### src/rtl/gtech_grant_split3.sv
// Three-way round-robin grant splitter: merges A/B/C into one upstream request and
// steers the returned grant to a single requester, with optional hold timeout.
module gtech_grant_split3 #(
  parameter int unsigned HOLD_MAX = 15
) (
  input  logic CP,
  input  logic CD,
  input  logic A,
  input  logic B,
  input  logic C,
  input  logic GI,
  output logic ZR,
  output logic ZA,
  output logic ZB,
  output logic ZC,
  output logic TO
);

  localparam int unsigned CNT_W     = 8;
  localparam int unsigned REQ_N     = 3;
  localparam bit          HOLD_EN   = (HOLD_MAX != 0);
  localparam logic [CNT_W-1:0] CNT_SAT   = {CNT_W{1'b1}};
  localparam logic [CNT_W-1:0] HOLD_LAST = CNT_W'((HOLD_MAX == 0) ? 0 : HOLD_MAX - 1);

  // Pointer encoding for the last winner.
  localparam logic [1:0] IDX_A = 2'd0;
  localparam logic [1:0] IDX_B = 2'd1;
  localparam logic [1:0] IDX_C = 2'd2;

  typedef enum logic [1:0] {
    ST_IDLE  = 2'd0,
    ST_REQ   = 2'd1,
    ST_GRANT = 2'd2
  } state_e;

  state_e             state_q, state_d;
  logic [1:0]         ptr_q, ptr_d;
  logic [CNT_W-1:0]   cnt_q, cnt_d;
  logic [REQ_N-1:0]   gnt_q, gnt_d;
  logic               zr_q, zr_d;
  logic               to_q, to_d;

  logic [REQ_N-1:0]   req;
  logic               any_req;
  logic               holder_req;
  logic [1:0]         win_idx;
  logic [REQ_N-1:0]   win_oh;

  assign req        = {C, B, A};
  assign any_req    = |req;
  assign holder_req = |(gnt_q & req);

  // Round-robin pick: search starts at the requester after the last winner.
  always_comb begin
    win_idx = IDX_A;
    case (ptr_q)
      IDX_A: begin
        if (req[1])      win_idx = IDX_B;
        else if (req[2]) win_idx = IDX_C;
        else             win_idx = IDX_A;
      end
      IDX_B: begin
        if (req[2])      win_idx = IDX_C;
        else if (req[0]) win_idx = IDX_A;
        else             win_idx = IDX_B;
      end
      default: begin
        if (req[0])      win_idx = IDX_A;
        else if (req[1]) win_idx = IDX_B;
        else             win_idx = IDX_C;
      end
    endcase
  end

  always_comb begin
    win_oh = 3'b000;
    case (win_idx)
      IDX_A:   win_oh = 3'b001;
      IDX_B:   win_oh = 3'b010;
      default: win_oh = 3'b100;
    endcase
  end

  // Next-state and next-output logic.
  always_comb begin
    state_d = state_q;
    ptr_d   = ptr_q;
    cnt_d   = cnt_q;
    gnt_d   = gnt_q;
    zr_d    = 1'b0;
    to_d    = 1'b0;
    case (state_q)
      ST_IDLE: begin
        gnt_d = '0;
        if (any_req) begin
          state_d = ST_REQ;
          zr_d    = 1'b1;
        end
      end
      ST_REQ: begin
        gnt_d = '0;
        if (!any_req) begin
          state_d = ST_IDLE;
        end else if (GI) begin
          state_d = ST_GRANT;
          gnt_d   = win_oh;
          ptr_d   = win_idx;
          cnt_d   = '0;
        end else begin
          zr_d = 1'b1;
        end
      end
      ST_GRANT: begin
        cnt_d = (cnt_q == CNT_SAT) ? cnt_q : cnt_q + CNT_W'(1);
        if (!holder_req) begin
          state_d = ST_IDLE;
          gnt_d   = '0;
        end else if (HOLD_EN && (cnt_q == HOLD_LAST)) begin
          // Release has priority, so TO only fires while the holder still requests.
          state_d = ST_IDLE;
          gnt_d   = '0;
          to_d    = 1'b1;
        end
      end
      default: begin
        state_d = ST_IDLE;
        gnt_d   = '0;
      end
    endcase
  end

  always_ff @(posedge CP or negedge CD) begin
    if (!CD) begin
      state_q <= ST_IDLE;
      ptr_q   <= IDX_C;
      cnt_q   <= '0;
      gnt_q   <= '0;
      zr_q    <= 1'b0;
      to_q    <= 1'b0;
    end else begin
      state_q <= state_d;
      ptr_q   <= ptr_d;
      cnt_q   <= cnt_d;
      gnt_q   <= gnt_d;
      zr_q    <= zr_d;
      to_q    <= to_d;
    end
  end

  assign ZR = zr_q;
  assign ZA = gnt_q[0];
  assign ZB = gnt_q[1];
  assign ZC = gnt_q[2];
  assign TO = to_q;

endmodule

### config.mk
export PLATFORM = sky130hd
export DESIGN_NAME = gtech_grant_split3
export DESIGN_NICKNAME = d
export VERILOG_FILES = /design/src/rtl/gtech_grant_split3.sv
export SDC_FILE = /design/constraint.sdc
export NUM_CORES = 1
export LEC_CHECK = 0
export ABC_CLOCK_PERIOD_IN_PS = 2300
export CELL_PAD_IN_SITES_DETAIL_PLACEMENT = 0
export CELL_PAD_IN_SITES_GLOBAL_PLACEMENT = 2
export CORE_MARGIN = 4
export CORE_UTILIZATION = 38
export CTS_BUF_LIST = sky130_fd_sc_hd__clkbuf_2
export CTS_CLUSTER_DIAMETER = 100
export CTS_CLUSTER_SIZE = 30
export DETAILED_ROUTE_END_ITERATION = 10
export GPL_TIMING_DRIVEN = 0
export MAX_ROUTING_LAYER = met4
export PLACE_DENSITY_LB_ADDON = 0.3
export SLEW_MARGIN = 10
export SYNTH_ARGS = -nofsm -noshare
export SYNTH_HDL_FRONTEND = slang
export SYNTH_SLANG_ARGS = --single-unit
export TNS_END_PERCENT = 50
### constraint.sdc
create_clock -name CP -period 2.3 [get_ports CP]
set_clock_uncertainty 0.2 [all_clocks]
set_input_delay 0.345 -clock CP [delete_from_list [all_inputs] [get_ports CP]]
set_output_delay 0.345 -clock CP [all_outputs]
set_load 0.005 [all_outputs]
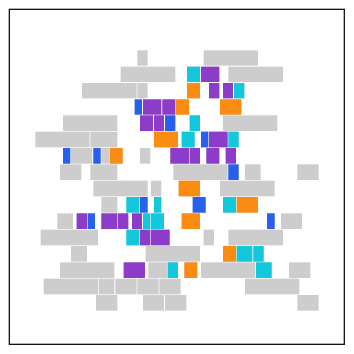
*Selected gate families*
(6 px per um)
[nor cells] cyan | cells: 15 | most used: nor2b_1
[aoi and oai cells] purple | cells: 19 | most used: a21oi_1
[nand cells] blue | cells: 10 | most used: nand2_1
[and/or cells] orange | cells: 10 | most used: and4b_1
Post-Layout Cell Count: 124
Top cell excl fill/tap: dfrtp_1
fraction of area in multi-input gates: 41.2%

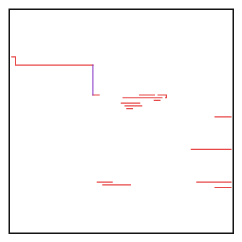
*Signal wires by layer*
(4 px per um) Only two layers are drawn.
[metal 4] purple | wire length: 7.50 um
[metal 3] red | wire length: 88.5 um
WL per Instance: 13.5 um
overall routed net length: 1680 um
via count: 713
total track usage: 11.7%

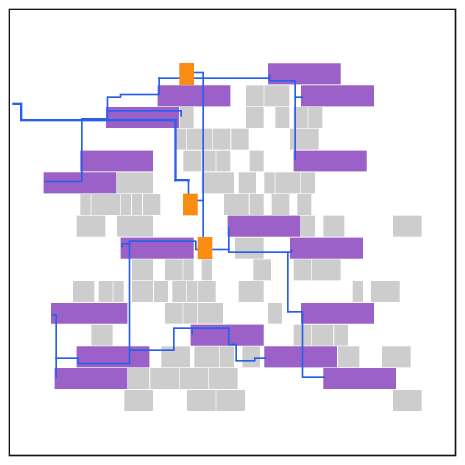
*Clock distribution*
(8 px per um)
[clock wires] blue | length: 229 um
[flip-flops] purple | count: 17
[clock drivers] orange | count: 3
routed clock nets: 4

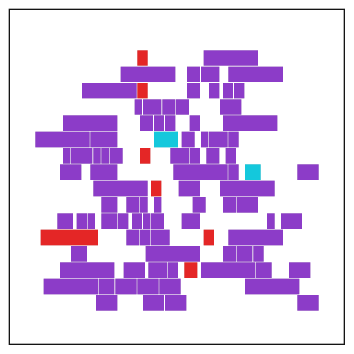
*Cells by drive strength*
(6 px per um)
[_0 and _1 cells] purple | cells: 88 | share: 91%
[_3 and _4 cells] cyan | cells: 2 | share: 2.1%
[_2 cells] red | cells: 7 | share: 7.2%

==> flow_metrics.py <==
# Physical implementation metrics
metrics = {
    "clock_tree": {
        "cts_hold_buffers": 0,
        "cts_htree_levels": 1,
        "clkSinkCount": 17,
        "numCtsBuffers": 3,
        "path_clk_slew_ps": 190,
        "cts-root-buf": "clkbuf_2",
    },
    "grt": {
        "grt_pass1_wl_um": 2880,
        "antenna_found_initial": 0,
    },
    "sta": {
        "slew-limit-headroom_pct": 42.3,
        "fin_setup_tns_ps": 0,
        "setup_viol": 0,
        "worst_pin_slew_ps": 859,
        "grt_setup_unrepaired": "false",
        "fin_crit_ps": 1910,
    },
    "synthesis": {
        "syn-num-nets": 91,
        "synthCells": 83,
        "yosys.area.top_type": "dfrtp_1",
        "synth.top_cells.by_area": "dfrtp_1, nor2b_1, and4b_1",
        "ys.warnings.count": 0,
        "yosys-stat-area_um2": 861,
        "synth_cell_types": 31,
        "synth_flops": 17,
    },
    "critical_path": {
        "cp.required_ps": 2250,
        "crit_path_end_kind": "flop",
        "critPathKind": "in2reg",
    },
    "drt": {
        "dr_wl_met3_um": 88,
        "drtIter0Drc": 22,
        "met1_length_um": 835,
        "drc": 0,
        "drt.antenna.violating_nets": 0,
    },
    "hold_path": {
        "min_path_type": "in2async",
    },
    "final_layout": {
        "logic_area_um2": 418,
        "drive_gt1_share_pct": 9.28,
        "syn2layout_area_growth_pct": 17.9,
        "nFillCells": 198,
        "num_antenna_cells": 0,
        "ff_latch_area_um2": 427,
    },
    "run_status": {
        "status": "finished, final reports clean",
    },
    "placed_design": {
        "dpl.cell_count": 120,
    },
    "floorplan": {
        "rows": 16,
        "fp_util_pct": 41.7,
        "io_pins": 11,
        "die_w_um": 55.6,
    },
    "power_and_ir_drop": {
        "ir_drop_mv": 0.398,
    },
}
-- critical path, stage by stage --
cell and delay, ps:
clkdlybuf4s50_1 550, nor3_1 120, nor3_1 710, nor3_1 130
-- per-stage QoR --
stage	worst slack, ps	power, mW
final	386	0.722
after global routing	280	0.766
after CTS	411	0.728
after detailed placement	73.1	0.589
after global placement	81.5	0.586
after floorplan	732	0.520
-- kinds of logic after synthesis --
group,synth area share [%]
and+or+nand+nor,24.3
adders and majority gates,2.91
AOI/OAI and AO/OA,19.0
DFF,49.6
muxes,2.33
buffers and inverters,1.89
-- worst paths after layout --
path                            cells past startpoint  startpoint  slack (ps)        to
worst min-delay path                                1          CD         250        ZR
worst max register to register                      4    cnt_q[0]         460  cnt_q[0]
min in group CP                                     1    gnt_q[1]         330  gnt_q[1]
max in group asynchronous                           1          CD        1150  cnt_q[7]
worst min register to register                      1    gnt_q[1]         330  gnt_q[1]
worst max-delay path                                4           A         390  cnt_q[2]
-- registers in the layout, indices dropped and copies added (netlist names) --
name and flops:
cnt_q 8, gnt_q 3, ptr_q 2, state_q 2, TO 1, ZR 1
-- cell type report --
cell class	count	area share (%)
clock inverters	1	0.493
well taps	27	3.33
flip-flops and latches	17	42.0
plain buffers	2	1.23
multi-input cells	63	41.2
repair buffers	10	9.86
inverters	1	0.370
clock buffers	3	1.48
-- layer usage --
layer / vias to the layer above / GRT usage [%]
li1: 342 / -
met1: 345 / 16.0
met2: 24 / 16.6
met3: 2 / 2.55
met4: 0 / 5.21
met5: - / -
-- power by group --
part | total [mW] | switching [mW] | internal (mW)
registers | 0.405 | 0.0525 | 0.353
logic | 0.179 | 0.0834 | 0.0957
clock network | 0.137 | 0.0980 | 0.0394
total | 0.722 | 0.234 | 0.488
-- cells in the mapped netlist --
master     n
and4b_1    3
dfrtp_1   16
or2_2      1
nand3_1    2
a21o_1     4
buf_4      1
buf_2      1
o21ai_0    4
mux2i_1    2
a41oi_1    1
dfstp_2    1
and3_1     2
nand4_1    1
and3b_1    1
ha_1       2
inv_1      1
a311oi_1   3
nor2b_1    6
and2_1     1
a31oi_1    3
and3_4     1
a22o_1     1
nand2_1    7
nor3b_1    2
a21oi_1    5
o41ai_1    1
nor3_1     5
o21bai_1   1
a222oi_1   1
nor2_1     2
or3_1      1
Power and IR drop assume default switching activity.
